--- src/rtl/uart_rx_oversampled.sv ---
// Oversampled UART receiver: 2-flop sync, 3-sample mid-bit vote,
// LSB-first frame reassembly with optional parity and stop check.
module uart_rx_oversampled #(
  parameter int oversampling_rate = 16,
  parameter int data_wd = 8,
  parameter int parity = 0
) (
  input  logic               clk,
  input  logic               rst,
  input  logic               tick,
  input  logic               rx,
  output logic [data_wd-1:0] dout,
  output logic               rx_done,
  output logic               rx_busy,
  output logic               parity_err,
  output logic               frame_err
);

  localparam int OSR = oversampling_rate;
  localparam int CW = $clog2(OSR);
  localparam int IW = (data_wd > 1) ? $clog2(data_wd) : 1;
  localparam logic [CW-1:0] V0 = CW'(OSR/2 - 1);
  localparam logic [CW-1:0] V1 = CW'(OSR/2);
  localparam logic [CW-1:0] V2 = CW'(OSR/2 + 1);
  localparam logic [CW-1:0] LAST = CW'(OSR - 1);
  localparam logic [IW-1:0] LAST_BIT = IW'(data_wd - 1);
  localparam bit PAR_EN = (parity == 1) || (parity == 2);

  typedef enum logic [2:0] {
    IDLE, START, DATA, PAR, STOP
  } state_t;

  state_t state, state_nxt;

  logic               rx_m, rx_s, rx_p;
  logic [CW-1:0]      tick_cnt, cnt_nxt;
  logic [IW-1:0]      bit_idx;
  logic [data_wd-1:0] shreg;
  logic               s0, s1, par_bit;
  logic               fall, vote, at_vote, at_last;
  logic               last_bit, par_exp;

  // Decisions use the count value this tick advances to.
  assign cnt_nxt  = tick_cnt + CW'(1);
  assign fall     = rx_p & ~rx_s;
  assign at_vote  = tick && (cnt_nxt == V2);
  assign at_last  = tick && (cnt_nxt == LAST);
  assign vote     = (s0 & s1) | (s0 & rx_s) | (s1 & rx_s);
  assign last_bit = (bit_idx == LAST_BIT);
  assign rx_busy  = (state != IDLE);

  always_comb begin
    par_exp = 1'b0;
    if (parity == 1) par_exp = ^shreg;
    else par_exp = ~^shreg;
  end

  always_ff @(posedge clk) begin
    if (rst) begin
      rx_m <= 1'b1;
      rx_s <= 1'b1;
      rx_p <= 1'b1;
    end else begin
      rx_m <= rx;
      rx_s <= rx_m;
      rx_p <= rx_s;
    end
  end

  always_ff @(posedge clk) begin
    if (rst) begin
      tick_cnt <= '0;
    end else if (state == IDLE && fall) begin
      tick_cnt <= '0;
    end else if (tick) begin
      tick_cnt <= cnt_nxt;
    end
  end

  always_ff @(posedge clk) begin
    if (rst) begin
      s0 <= 1'b1;
      s1 <= 1'b1;
    end else if (tick) begin
      if (cnt_nxt == V0) s0 <= rx_s;
      if (cnt_nxt == V1) s1 <= rx_s;
    end
  end

  always_ff @(posedge clk) begin
    if (rst) state <= IDLE;
    else state <= state_nxt;
  end

  always_comb begin
    state_nxt = state;
    unique case (state)
      IDLE:  if (fall) state_nxt = START;
      START: begin
        if (at_vote && vote) state_nxt = IDLE;
        else if (at_last) state_nxt = DATA;
      end
      DATA: begin
        if (at_last && last_bit)
          state_nxt = PAR_EN ? PAR : STOP;
      end
      PAR:   if (at_last) state_nxt = STOP;
      STOP:  if (at_vote) state_nxt = IDLE;
      default: state_nxt = IDLE;
    endcase
  end

  always_ff @(posedge clk) begin
    if (rst) begin
      bit_idx    <= '0;
      shreg      <= '0;
      par_bit    <= 1'b0;
      dout       <= '0;
      rx_done    <= 1'b0;
      parity_err <= 1'b0;
      frame_err  <= 1'b0;
    end else begin
      rx_done <= 1'b0;
      if (state == START && at_last)
        bit_idx <= '0;
      if (state == DATA && at_vote)
        shreg[bit_idx] <= vote;
      if (state == DATA && at_last && !last_bit)
        bit_idx <= bit_idx + IW'(1);
      if (state == PAR && at_vote)
        par_bit <= vote;
      if (state == STOP && at_vote) begin
        dout       <= shreg;
        frame_err  <= ~vote;
        parity_err <= PAR_EN && (par_bit != par_exp);
        rx_done    <= 1'b1;
      end
    end
  end

endmodule
--- config.mk ---
export PLATFORM = sky130hd
export DESIGN_NAME = uart_rx_oversampled
export DESIGN_NICKNAME = d
export VERILOG_FILES = /design/src/rtl/uart_rx_oversampled.sv
export SDC_FILE = /design/constraint.sdc
export NUM_CORES = 1
export LEC_CHECK = 0
export ABC_AREA = 1
export CAP_MARGIN = 0
export CORE_UTILIZATION = 61
export CTS_BUF_LIST = sky130_fd_sc_hd__clkbuf_8 sky130_fd_sc_hd__clkbuf_16
export CTS_CLUSTER_DIAMETER = 30
export DETAILED_ROUTE_END_ITERATION = 10
export DONT_BUFFER_PORTS = 1
export GPL_ROUTABILITY_DRIVEN = 0
export PLACE_DENSITY = 0.88
export SYNTH_ARGS = -nofsm -noshare
export SYNTH_HDL_FRONTEND = slang
export SYNTH_SLANG_ARGS = --single-unit
--- constraint.sdc ---
create_clock -name clk -period 2.1 [get_ports clk]
set_input_delay 0.42 -clock clk [delete_from_list [all_inputs] [get_ports clk]]
set_output_delay 0.42 -clock clk [all_outputs]
set_load 0.005 [all_outputs]
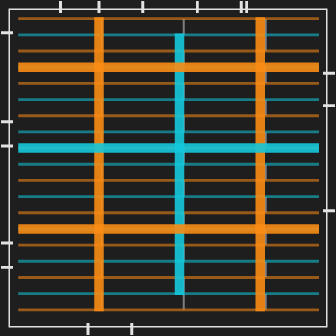
**Above:** floorplan with the power grid.
Pins as bars on the die edge. Tap cells in gray.
Cyan marks VDD. Orange marks VSS.
3 straps on met5. 3 straps on met4. The core has 18 rows. 30 tap cells.
Core Area: 2480 µm²
Die Span Y: 53.1 µm

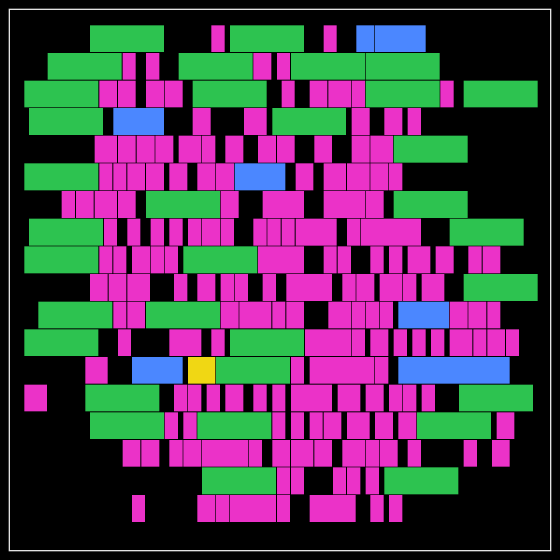
**Above:** placed cells, one color a class.
Magenta marks remaining logic cells, cells 174. Yellow marks remaining buffers and delay cells, cells 1. Green marks registers, cells 33. Blue marks clock drivers and dummy loads, cells 7.

==> results.txt <==
max-slew violations = 0
PwrDens = 748 nW/µm²
Basic Gates by Area = 33.3%
drt pass-1 iters = 4
reg2reg setup slack = 0.35 ns
yosys stat cell total = 213
num rows = 18
Crit Path Category = register to register
cycle use final = 83.2%
hold_buf cts = 0
flops & latches, synth = 33
chip area = 2820 µm²
leakage = 0.698 nW
post-detail-place hpwl = 2080 µm
crit path DAT = 1.97 ns
final setup violation count = 0
post-synthesis instance total = 213
register area share after synthesis = 41.4%
largest net degree at the start of global routing = 20
routed wire length per instance = 12.1 µm
post-synthesis cell type count = 25
syn avg cell area = 7.49 µm²
layout cell share with drive strength beyond 1 = 14.4%
vias in the first global route = 1152
tally of OpenROAD warnings = 29
htree depth = 2
Initial DRC Count = 18
RR Endpoint = frame_err
DIE WIDTH = 53.1 µm
Hold Path Sink = bit_idx[1]
main area contributors = dfxtp_1, nand2_1, a21oi_1, inv_1, nor2_1
worst hold path class = input pin to register
hold path cells = 1
Setup crit start kind = register
vias per inst = 5.39
Synth Net Count = 223
antenna-violating nets left = 0
main logic family after synthesis = simple AND/OR/NAND/NOR gates
TritonCTS Buffers = 5
fmax = 0.572 GHz
Synth top area share = 41.4%
length in cells of the worst reg-to-reg path = 10
area fraction in xor and xnor cells = 0%
run status = finished clean
area leader, netlist = dfxtp_1
Total Routing Usage GR = 24.1%
final core occ = 68.7%
Post-Syn Area = 1600 µm²
fa+ha+maj area frac = 4.71%
Max clock buf depth = 2
YS chip area = 1600 µm²
I/O pin count = 16
Final TNS setup = 0 ns
ao+oa area frac = 11.8%
CP Capture Type = register
beginning of the worst hold path = rst
Clk Tree Root Cell = clkbuf_8
max-cap check violation count = 0
drt drc = 0
vias = 1321
endpoints failing hold = 0
Mux area share = 0%
worst r2r src = tick_cnt[1]
top flop regs = dout (8), shreg (8), tick_cnt (4)
Critical Path RT = 2.32 ns
starting density of the core = 64.4%
n_diodes = 0
Port-buffer cells = 0
CTS-repair resized insts = 0
RSZ-0062 raised after global routing = false
Syn. warnings = 0
clk sink count = 33
final wirelength = 2960 µm
Worst VDD drop = 0.000742 V
initial antenna violation count = 0
CTS tree = done
Remaining Overflow, GRT = 0
clock slew at reported path FFs = 0.06 ns
nets = 225
Area growth syn-to-layout = 6.74%
worst-path fanout max = 11
first-pass GRT wire length = 4790 µm
Post-CTS Setup Bufs = 0
Tmin final = 1.75 ns
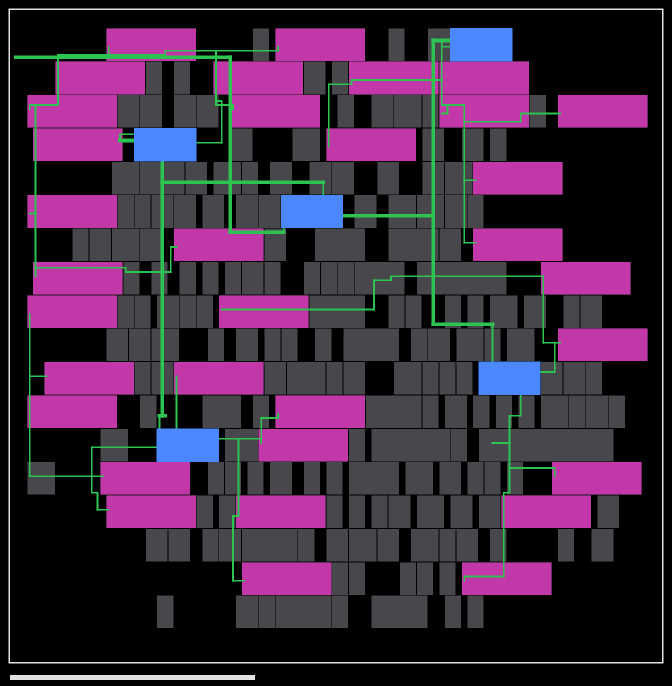
**Above:** routed clock nets over the placement.
Bar = 20 µm.
Blue marks clock-net drivers, count 5. Green marks clock wires, length 376 µm. Magenta marks flip-flops, count 33.
Position of the flops: all over the die. There are 6 routed clock nets.
P_clk: 0.564 mW
clk latency late pin: 0.29 ns
Clock power frac: 44.2%
Worst Skew: 0.00429 ns

==> worst max-delay path by stage <==
stage                     slack [ns]   startpoint        end  cells past startpoint
after floorplan                 0.60  tick_cnt[0]   shreg[4]                     10
after global placement          0.48  tick_cnt[0]  frame_err                     10
after detailed placement        0.38  tick_cnt[1]  frame_err                     10
after CTS                       0.36  tick_cnt[1]  frame_err                     10
after global routing            0.21  tick_cnt[1]  frame_err                     10
final                           0.35  tick_cnt[1]  frame_err                     10
==> final cells by class <==
class / count / area, µm²
multi-input combinational: 149 / 797
inverter: 25 / 96.3
clock buffer: 5 / 68.8
fill: 220 / 774
tap: 30 / 37.5
sequential: 33 / 661
clock inverter: 2 / 35.0
timing repair buffer: 1 / 7.51
==> cells by family (layout without fill, tap and decap cells) <==
group           Yosys count  after routing
compound gates           36             36
other cells               1              1
fa+ha+maj                 6              6
simple gates            106            106
flops                    33             33
buf+inv                  31             33
==> Yosys cell counts <==
cell type and count:
a21oi_1 22, a21oi_2 2, buf_4 3, buf_6 1, clkbuf_1 2, conb_1 1
dfxtp_1 33, ha_1 6, inv_1 24, inv_4 1, nand2_1 37, nand2_2 4
nand2_4 2, nand3_1 15, nand3_4 1, nand4_1 4, nor2_1 21, nor2_2 8
nor2_4 2, nor3_1 8, nor3_4 1, o21ai_0 6, o21ai_1 6, or2_0 1
or2_2 2
==> power breakdown <==
group / internal [mW] / leakage, nW / switching, mW / total, mW
logic: 0.0213 / 0.377 / 0.0413 / 0.0626
clock network: 0.344 / 0.0540 / 0.219 / 0.564
registers: 0.635 / 0.267 / 0.0133 / 0.648
==> layout by cell type (no fill, tap or decap) <==
cell type  Yosys  layout
nor2_2         8       8
or2_0          1       1
nor2_4         2       2
inv_4          1       1
clkinv_2       0       1
bufinv_16      0       1
dfxtp_1       33      33
nor3_1         8       8
ha_1           6       6
nand2_2        4       4
nor2_1        21      21
nand4_1        4       4
o21ai_0        6       6
buf_4          3       1
o21ai_1        6       6
inv_1         24      24
a21oi_2        2       2
nand2_4        2       2
nor3_4         1       1
or2_2          2       2
nand3_4        1       1
nand3_1       15      15
conb_1         1       1
clkbuf_8       0       5
nand2_1       37      37
a21oi_1       22      22
==> through the flow <==
| step | hold slack, ns | worst slack, ns | area [µm²] | total power [mW] | std cells |
|---|---|---|---|---|---|
| detailed placement | 0.398 | 0.378 | 1600 | 0.722 | 238 |
| floorplan | 0.389 | 0.596 | 1600 | 0.721 | 213 |
| CTS | 0.190 | 0.357 | 1700 | 1.29 | 245 |
| global placement | 0.391 | 0.483 | 1600 | 0.720 | 238 |
| global route | 0.193 | 0.207 | 1700 | 1.32 | 245 |
| finish | 0.198 | 0.353 | 1700 | 1.27 | 245 |
==> worst max-delay path: stages (launching register included) <==
cell     delay (ns)
dfxtp_1        0.43
ha_1           0.22
inv_1          0.04
nand2_1        0.06
nand2_2        0.08
nor2_4         0.12
nand3_4        0.11
inv_4          0.11
nand2_2        0.14
or2_0          0.24
a21oi_1        0.11
==> per-layer routing <==
layer	up-vias	global-route usage [%]	wire, µm
met1	599	31.1	1430
met2	26	36.3	1310
met3	8	7.76	155
met5	-	0	0
met4	0	11.0	59
li1	688	-	-
Power figures rest on the tool's default switching activity, not on a simulated workload.
